--- config.mk ---
export PLATFORM = sky130hd
export DESIGN_NAME = alu_result_stage
export DESIGN_NICKNAME = d
export VERILOG_FILES = /design/src/rtl/alu_result_stage.sv
export SDC_FILE = /design/constraint.sdc
export NUM_CORES = 1
export LEC_CHECK = 0
export ABC_AREA = 1
export CORE_MARGIN = 4
export CORE_UTILIZATION = 60
export CTS_CLUSTER_SIZE = 10
export DETAILED_ROUTE_END_ITERATION = 8
export PLACE_DENSITY = 0.84
export SYNTH_ARGS = -nofsm -noshare
export SYNTH_HDL_FRONTEND = slang
export SYNTH_SLANG_ARGS = --single-unit
--- constraint.sdc ---
create_clock -name clk -period 4.7 [get_ports clk]
set_input_delay 0.94 -clock clk [delete_from_list [all_inputs] [get_ports clk]]
set_output_delay 0.94 -clock clk [all_outputs]
set_load 0.03 [all_outputs]
--- src/rtl/alu_result_stage.sv ---
// alu_result_stage: registered FIFO stage behind the 32-bit Alu.
// Captures {aluout, compout, masked overflow, op} behind a valid/ready
// handshake and keeps datapath-wide overflow status: a sticky flag, a
// saturating event counter and an optional trap that stalls intake.
module alu_result_stage #(
  parameter int WIDTH = 32,
  parameter int DEPTH = 4,
  parameter int CNT_W = 8
) (
  input  logic             clk,
  input  logic             rst_n,
  input  logic             in_valid,
  output logic             in_ready,
  input  logic [WIDTH-1:0] aluout,
  input  logic             compout,
  input  logic             overflow,
  input  logic [2:0]       op,
  input  logic             unsig,
  output logic             out_valid,
  input  logic             out_ready,
  output logic [WIDTH-1:0] out_data,
  output logic             out_comp,
  output logic             out_ovf,
  output logic [2:0]       out_op,
  input  logic             trap_en,
  input  logic             clr_status,
  output logic             sticky_ovf,
  output logic [CNT_W-1:0] ovf_count,
  output logic             trap
);

  localparam int PTR_W = $clog2(DEPTH);
  localparam logic [PTR_W:0]   COUNT_FULL = (PTR_W+1)'(DEPTH);
  localparam logic [PTR_W:0]   COUNT_ONE  = (PTR_W+1)'(1);
  localparam logic [PTR_W-1:0] PTR_ONE    = PTR_W'(1);
  localparam logic [CNT_W-1:0] OVF_ONE    = CNT_W'(1);
  localparam logic [CNT_W-1:0] OVF_MAX    = {CNT_W{1'b1}};

  typedef enum logic {
    RUN  = 1'b0,
    TRAP = 1'b1
  } trap_state_t;

  trap_state_t       state;
  trap_state_t       state_nxt;

  logic [PTR_W-1:0]  rd_ptr;
  logic [PTR_W-1:0]  wr_ptr;
  logic [PTR_W:0]    count;

  logic [WIDTH-1:0]  data_mem [DEPTH];
  logic              comp_mem [DEPTH];
  logic              ovf_mem  [DEPTH];
  logic [2:0]        op_mem   [DEPTH];

  logic              movf;
  logic              full;
  logic              empty;
  logic              push;
  logic              pop;
  logic              ovf_event;

  // Handshake and status-event decode from registered state.
  assign movf      = overflow & ~unsig;
  assign full      = (count == COUNT_FULL);
  assign empty     = (count == '0);
  assign trap      = (state == TRAP);
  assign in_ready  = ~full & ~trap;
  assign out_valid = ~empty;
  assign push      = in_valid & in_ready;
  assign pop       = out_valid & out_ready;
  assign ovf_event = push & movf;

  // Head entry is presented straight from storage.
  assign out_data = data_mem[rd_ptr];
  assign out_comp = comp_mem[rd_ptr];
  assign out_ovf  = ovf_mem[rd_ptr];
  assign out_op   = op_mem[rd_ptr];

  // Pointer and occupancy bookkeeping.
  // NOTE: sequential state uses non-blocking (<=) so every flop samples
  // pre-edge values regardless of statement order.
  always_ff @(posedge clk or negedge rst_n) begin
    if (!rst_n) begin
      rd_ptr <= '0;
      wr_ptr <= '0;
      count  <= '0;
    end else begin
      if (push) wr_ptr <= wr_ptr + PTR_ONE;
      if (pop)  rd_ptr <= rd_ptr + PTR_ONE;
      case ({push, pop})
        2'b10:   count <= count + COUNT_ONE;
        2'b01:   count <= count - COUNT_ONE;
        default: count <= count;
      endcase
    end
  end

  // Entry storage, written at the write pointer on each push.
  // NOTE: storage is reset so the head outputs read 0 after reset; with
  // only DEPTH entries the reset cost is small and the outputs are defined.
  always_ff @(posedge clk or negedge rst_n) begin
    if (!rst_n) begin
      for (int i = 0; i < DEPTH; i++) begin
        data_mem[i] <= '0;
        comp_mem[i] <= 1'b0;
        ovf_mem[i]  <= 1'b0;
        op_mem[i]   <= '0;
      end
    end else if (push) begin
      data_mem[wr_ptr] <= aluout;
      comp_mem[wr_ptr] <= compout;
      ovf_mem[wr_ptr]  <= movf;
      op_mem[wr_ptr]   <= op;
    end
  end

  // Sticky overflow flag; a new overflow wins over a same-cycle clear.
  always_ff @(posedge clk or negedge rst_n) begin
    if (!rst_n) begin
      sticky_ovf <= 1'b0;
    end else if (ovf_event) begin
      sticky_ovf <= 1'b1;
    end else if (clr_status) begin
      sticky_ovf <= 1'b0;
    end
  end

  // Saturating overflow counter; clear plus increment yields 1.
  always_ff @(posedge clk or negedge rst_n) begin
    if (!rst_n) begin
      ovf_count <= '0;
    end else if (ovf_event) begin
      if (clr_status) begin
        ovf_count <= OVF_ONE;
      end else if (ovf_count != OVF_MAX) begin
        ovf_count <= ovf_count + OVF_ONE;
      end
    end else if (clr_status) begin
      ovf_count <= '0;
    end
  end

  // Trap state register.
  always_ff @(posedge clk or negedge rst_n) begin
    if (!rst_n) begin
      state <= RUN;
    end else begin
      state <= state_nxt;
    end
  end

  // Trap next-state: enter on a trapping overflow push, leave on clear.
  // NOTE: the default assignment first keeps this block latch-free.
  always_comb begin
    state_nxt = state;
    case (state)
      RUN:     if (ovf_event && trap_en) state_nxt = TRAP;
      TRAP:    if (clr_status)           state_nxt = RUN;
      default: state_nxt = RUN;
    endcase
  end

endmodule

==> summary.rpt <==
IMPLEMENTATION SUMMARY REPORT
----------------------------------------------------
[Floorplan]
  Die ar. ........................ 14800 sq um
  Chip Height ........................ 122 um
  Init Core Util ........................ 61.5%
  Die X-Extent ........................ 122 um

[Run status]
  Status ........................ complete, no violations

[Clock tree]
  Hold_buf cts ........................ 0
  Total CTS buffers ........................ 17
  Clock transition at path regs ........................ 0.06 ns
  Insertion delay to the later sink of the worst-skew pair ........................ 0.43 ns

[Logic synthesis]
  Synth unique cells ........................ 28
  Most used standard cells in the synthesized netlist ........................ sky130_fd_sc_hd__nand2_1 (331), sky130_fd_sc_hd__o21ai_0 (224), sky130_fd_sc_hd__dfrtp_1 (165), sky130_fd_sc_hd__nor2_1 (84), sky130_fd_sc_hd__clkbuf_1 (47)
  Biggest combinational cell group after synthesis ........................ simple AND/OR/NAND/NOR gates
  Number of cells produced by synthesis ........................ 970
  Top cells by area, synth ........................ sky130_fd_sc_hd__dfrtp_1 (53%), sky130_fd_sc_hd__nand2_1 (16%), sky130_fd_sc_hd__o21ai_0 (14%)
  Cell area after technology mapping ........................ 7760 sq um
  Proportion of synthesized flip-flops having asynchronous set or reset ........................ 100%
  Register bit count reported by yosys ........................ 165

[Placed design]
  Instance area after placement ........................ 8730 sq um
  Half-perimeter wire length after detailed placement ........................ 11800 um

[Route]
  Wire length on met1 ........................ 8510 um
  Routed length per instance ........................ 16.8 um

[Final layout]
  Filler Cells Inserted ........................ 996
  Mi-comb count ........................ 714
  Count of inverters other than clock inverters in the layout ........................ 22
  Final net count ........................ 1078
  Footprint of the flip-flops and latches ........................ 4130 sq um
  Register share of the cell area ........................ 44.5%
  Final core area utilization ........................ 73.5%
  Share of layout cells above drive strength 1 ........................ 4.92%

[Worst setup path]
  Critical Path RT ........................ 3.76 ns
  Worst path bufs/invs ........................ 2
  Delay of the slowest cell on the worst path ........................ 0.73 ns
  Top Family by Delay on Critical Path ........................ buffers and inverters

[Flow run]
  Count of warning messages emitted by the tools ........................ 29

[Timing]
  Achievable frequency ........................ 278 MHz
  Slew at the pin closest to its max-slew limit ........................ 0.768 ns
  Worst relative slew slack ........................ 48.8%

[Global routing]
  Via count of the first global-routing pass ........................ 6686
  GRT Total Usage ........................ 28.4%

[Power and ir drop]
  Leak ........................ 4.44 nW

----------------------------------------------------
-- state kept, by name, indices dropped and copies added, names as in the netlist --
name and count:
wr_ptr 2, op_mem 12, trap 1, rd_ptr 2
ovf_mem 4, count 3, ovf_count 8, sticky_ovf 1
data_mem 128, comp_mem 4
-- final timing paths --
path	cells past startpoint	endpoint	from
max	4	out_ovf	rd_ptr[0]
min	2	data_mem[57]	data_mem[57]
max reg2reg	9	count[2]	count[1]
min reg2reg	2	data_mem[57]	data_mem[57]
max in group asynchronous	2	data_mem[82]	rst_n
min in group asynchronous	1	ovf_count[2]	rst_n
-- through the flow --
stage / setup WS, ns / std cells
floorplan: 2.20 / 970
finish: 1.10 / 1208
detailed placement: 1.53 / 1180
CTS: 1.07 / 1208
global route: 0.970 / 1208
global placement: 1.59 / 1180
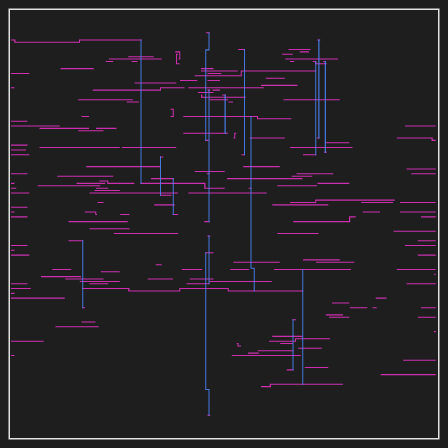
Fig. 1. Metal layers overlaid.
Two of the layers only.
- M3: magenta (wire length 1460 um)
- M4: blue (wire length 429 um)

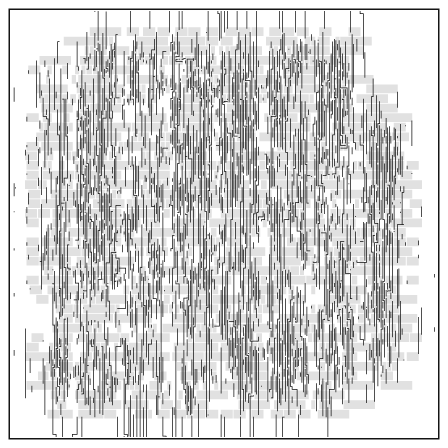
Fig. 2. Metal 2.
Cells faint in the background.
- wire length on this layer: 9880 um
- longest straight run: 46.2 um
- nets with wire on the layer: 826
- share of all routed wire: 49%
- main direction: vertical
total wirelength of the detailed-routed design: 20300 um
via total after detailed routing: 7080

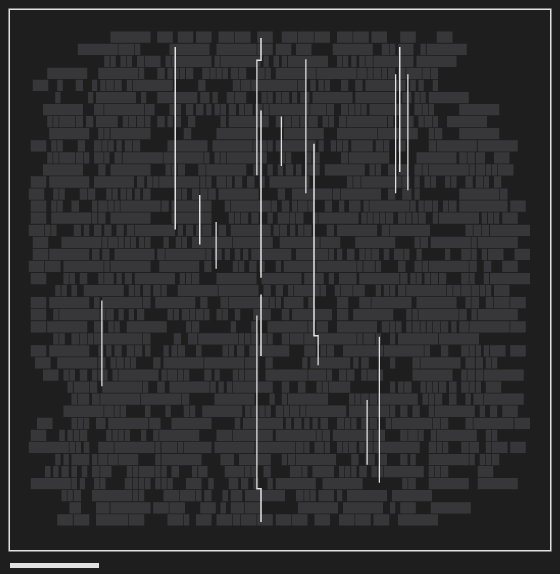
Fig. 3. The metal 4 layer.
Bar = 20 um. Cells faint in the background.
- main direction: vertical
- nets with wire on the layer: 14
- longest straight run: 43.2 um

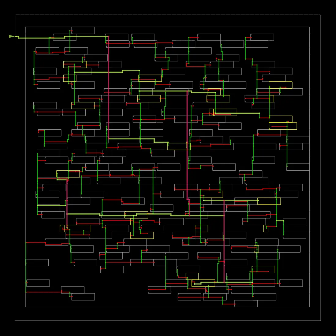
Fig. 4. Clock wiring as the flow saved it.
worst clock skew: 0.00726 ns
count of sequential standard cells: 165
CTS sink cnt: 165

No activity file was given, so power comes from the tool's default toggle rates.
